Power grid:
Scale: 6 px per um. Pins as bars on the die edge.
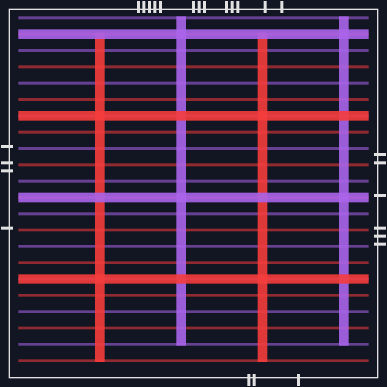
Met2 routing:
Scale: 6 px per um.
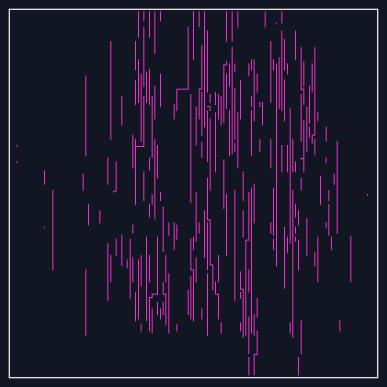
===== config.mk =====
export PLATFORM = sky130hd
export DESIGN_NAME = shift_reg_seq_ctrl
export DESIGN_NICKNAME = d
export VERILOG_FILES = /design/src/rtl/shift_reg_seq_ctrl.sv
export SDC_FILE = /design/constraint.sdc
export NUM_CORES = 1
export LEC_CHECK = 0
export CELL_PAD_IN_SITES_DETAIL_PLACEMENT = 1
export CELL_PAD_IN_SITES_GLOBAL_PLACEMENT = 2
export CORE_UTILIZATION = 33
export DETAILED_ROUTE_END_ITERATION = 6
export GPL_TIMING_DRIVEN = 0
export PLACE_DENSITY = 0.89
export SLEW_MARGIN = 10
export SYNTH_ARGS = -nofsm -noshare
export SYNTH_HDL_FRONTEND = slang
export SYNTH_SLANG_ARGS = --single-unit

===== constraint.sdc =====
create_clock -name Clk -period 3.2 [get_ports Clk]
set_clock_uncertainty 0.05 [all_clocks]
set_input_delay 0.64 -clock Clk [delete_from_list [all_inputs] [get_ports Clk]]
set_output_delay 0.64 -clock Clk [all_outputs]
set_load 0.05 [all_outputs]

===== src/rtl/shift_reg_seq_ctrl.sv =====
// Full-duplex serializer/deserializer sequencer: accepts a parallel word,
// shifts it out over WIDTH cycles while capturing sin, then pulses done.
module shift_reg_seq_ctrl #(
  parameter int WIDTH = 8,
  parameter int CNT_W = 4
) (
  input  logic             Clk,
  input  logic             Rst,
  input  logic             start_valid,
  output logic             start_ready,
  input  logic             dir,
  input  logic [WIDTH-1:0] din,
  input  logic             sin,
  output logic             sout,
  output logic             shift_en,
  output logic             busy,
  output logic [WIDTH-1:0] dout,
  output logic             done
);

  typedef enum logic [1:0] {IDLE, SHIFT, DONE} state_t;

  state_t             state;
  logic [WIDTH-1:0]   shreg;
  logic [WIDTH-1:0]   shreg_nxt;
  logic [CNT_W-1:0]   cnt;
  logic               dir_q;

  always_comb begin
    shreg_nxt = shreg;
    if (dir_q) shreg_nxt = {sin, shreg[WIDTH-1:1]};
    else       shreg_nxt = {shreg[WIDTH-2:0], sin};
  end

  // shift_en is a registered copy of (state == SHIFT), so it gates sout directly
  assign sout = shift_en & (dir_q ? shreg[0] : shreg[WIDTH-1]);

  always_ff @(posedge Clk) begin
    if (Rst) begin
      state       <= IDLE;
      shreg       <= '0;
      cnt         <= '0;
      dir_q       <= 1'b0;
      dout        <= '0;
      done        <= 1'b0;
      shift_en    <= 1'b0;
      busy        <= 1'b0;
      start_ready <= 1'b1;
    end else begin
      case (state)
        IDLE: begin
          if (start_valid && start_ready) begin
            shreg       <= din;
            dir_q       <= dir;
            cnt         <= '0;
            state       <= SHIFT;
            shift_en    <= 1'b1;
            busy        <= 1'b1;
            start_ready <= 1'b0;
          end
        end
        SHIFT: begin
          shreg <= shreg_nxt;
          cnt   <= cnt + 1'b1;
          if (cnt == CNT_W'(WIDTH - 1)) begin
            dout     <= shreg_nxt;
            state    <= DONE;
            shift_en <= 1'b0;
            done     <= 1'b1;
          end
        end
        DONE: begin
          state       <= IDLE;
          done        <= 1'b0;
          busy        <= 1'b0;
          start_ready <= 1'b1;
        end
        default: begin
          state       <= IDLE;
          done        <= 1'b0;
          shift_en    <= 1'b0;
          busy        <= 1'b0;
          start_ready <= 1'b1;
        end
      endcase
    end
  end

endmodule

==> CHANGELOG.md <==
### Implementation results

- Mux area share: 0.0878
- Number of global-route vias before repair: 917
- Congestion Overflow GR: 0
- Cell internal pwr: about 0.00045 W
- Crit. End Element: output pin
- ANT cells: 0
- XOR Share, Synth: 0
- Nets: 151
- Post_cts resized: 0
- Leakage: 0.534 nW
- Post-Syn Nets: 121
- Pre-Repair DR Iteration Count: 4
- Final hold vios: 0
- Hold-fix buffers, CTS: 0
- Simple share: 0.145
- Top cells by instance count after synthesis: dfxtp_1, nor2_1, mux2i_1
- CTS Buffer Depth: 2
- First-pass GRT wire length: 4.33 mm
- Max frequency: ~380 MHz
- Clock share of power: 0.241
- Commonest flop: dfxtp_1
- P_clk: 0.000151 W
- Slowest Stage Delay on Critical Path: around 0.8 ns
- DR iter-0 viols: 29
- CP Cell Sequence: buf_2, mux2i_1, nor2_1, clkdlybuf4s50_1
- Pin count of the biggest net entering global routing: 17
- Startpoint Class: register
- Post-layout period usage: 0.812
- Hold_ws: 0.416 ns
- Setup crit start: dir_q$_SDFFE_PP0P_
- Syn avg cell area: 10.8 um2
- Crit path max fanout: 10
- FF-to-FF path depth: 5
- Unrepaired setup endpoints after global routing: no
- Comb power: 0.000111 W
- Gpl congestion: about 0.73
- Final ANT Viol Nets: 0
- Yosys cell count: 107
- Worst Max-Slew Pin Slew: ~0.5 ns
- H-tree depth: 1
- Kind of cell adding the most delay to the critical path: buffers and inverters
- Max Transition Viols Final: 0
- Outcome: complete, no violations
- Fraction of layout cells with a size suffix above 1: 0.132
- Final setup fails: 0
- WHS Endpoint: done$_SDFFE_PP0P_
- Post-Place Cells: about 180
- Design area: 1490 um2
- Cell taking the most area after synthesis: dfxtp_1
- Crit path to: sout
- Yosys Warn Count: 0
- Mapped Cells: 107
- Final setup margin: 0.601 ns
- Fp util: 0.346
- Placed cell areas: between 1000 and 1500 um2
- Top Consumer: registers
- Most instantiated logic cells after routing: dfxtp_1, clkdlybuf4s50_1, nor2_1
- PortBufs: 25
- GRT Util Overall: 0.152
- Cts bufs inserted: 3
- Synth Area in Compound Gates: 0.245
- Setup TNS: 0 ns
- Switch Pwr: 0.000175 W
- FF-to-FF Start: cnt[0]$_SDFFE_PP0P_
- Antenna violations before repair: 0
- Sw Ratio: 0.279
- Top cells, area: dfxtp_1, mux2i_1, a221o_1
- Regs by FF count: dout (8), shreg (8), cnt (4)
- Hold Startpoint: done$_SDFFE_PP0P_
- Drt drc: 0
- Per-cell routed wire length: roughly 15 um
- Post-Layout Cell Count: roughly 180
- Most common cell in the synthesized netlist: dfxtp_1
- Async S/R FF share, synth: 0
- Worst EP required: 2.51 ns
- Top cell excl fill/tap: dfxtp_1
- Synth Seq Share: 0.468
- Layout area overhead: 29.3%
- Adders+Majority by Area: 0.0108
- Yosys stat chip area: 1150 um2
- Synth unique cells: 34
- Register share of total power: 0.581
- Levels on crit path: 4
- Hold path cells: 2
- Flops & latches, synth: 27
- DIE AREA: approximately 3700 um2
- WP buf/inv: 2
- Root Buffer: clkbuf_4
- Clk_lat worst skew: between 0.3 and 0.4 ns
Back to the opening pictures, 'power grid':
net	color
VDD	purple
VSS	red
signal pins	26
met4 straps	4
met1 rails	22
rows	21
Die W: 61.2 um
worst IR drop on VDD: 161 uV
core area: 3340 um2

Back to the opening pictures, 'met2 routing':
wire length on this layer	1,210 um
main direction	vertical
share of all routed wire	46%
longest straight run	33.7 um
nets with wire on the layer	137
via count: 933
M2 GR Usage: 0.230
final WL: 2.64 mm

cell type report:
class | instances | area, um2
Tap cell | 46 | 57.6
Clock buffer | 3 | 22.5
Sequential cell | 27 | 541
Multi-Input combinational cell | 70 | 564
Clock inverter | 1 | 7.51
Inverter | 4 | 15.0
Buffer | 6 | 35.0
Timing Repair Buffer | 25 | 250
Fill cell | 389 | 1840
cell families (layout without fill, tap and decap cells):
family	after synthesis	in the layout
AOI/OAI and AO/OA	33	33
adders and majority gates	1	1
buffers and inverters	10	39
DFF	27	27
muxes	10	10
and+or+nand+nor	26	26
layer usage:
layer / vias to the layer above / track usage / wire, um
li1: 457 / - / -
met1: 460 / 0.229 / 1340
met2: 14 / 0.230 / 1210
met3: 2 / 0.0147 / 74
met4: 0 / 0.0390 / 19
met5: - / 0 / 0
No activity file was given, so power comes from the tool's default toggle rates.
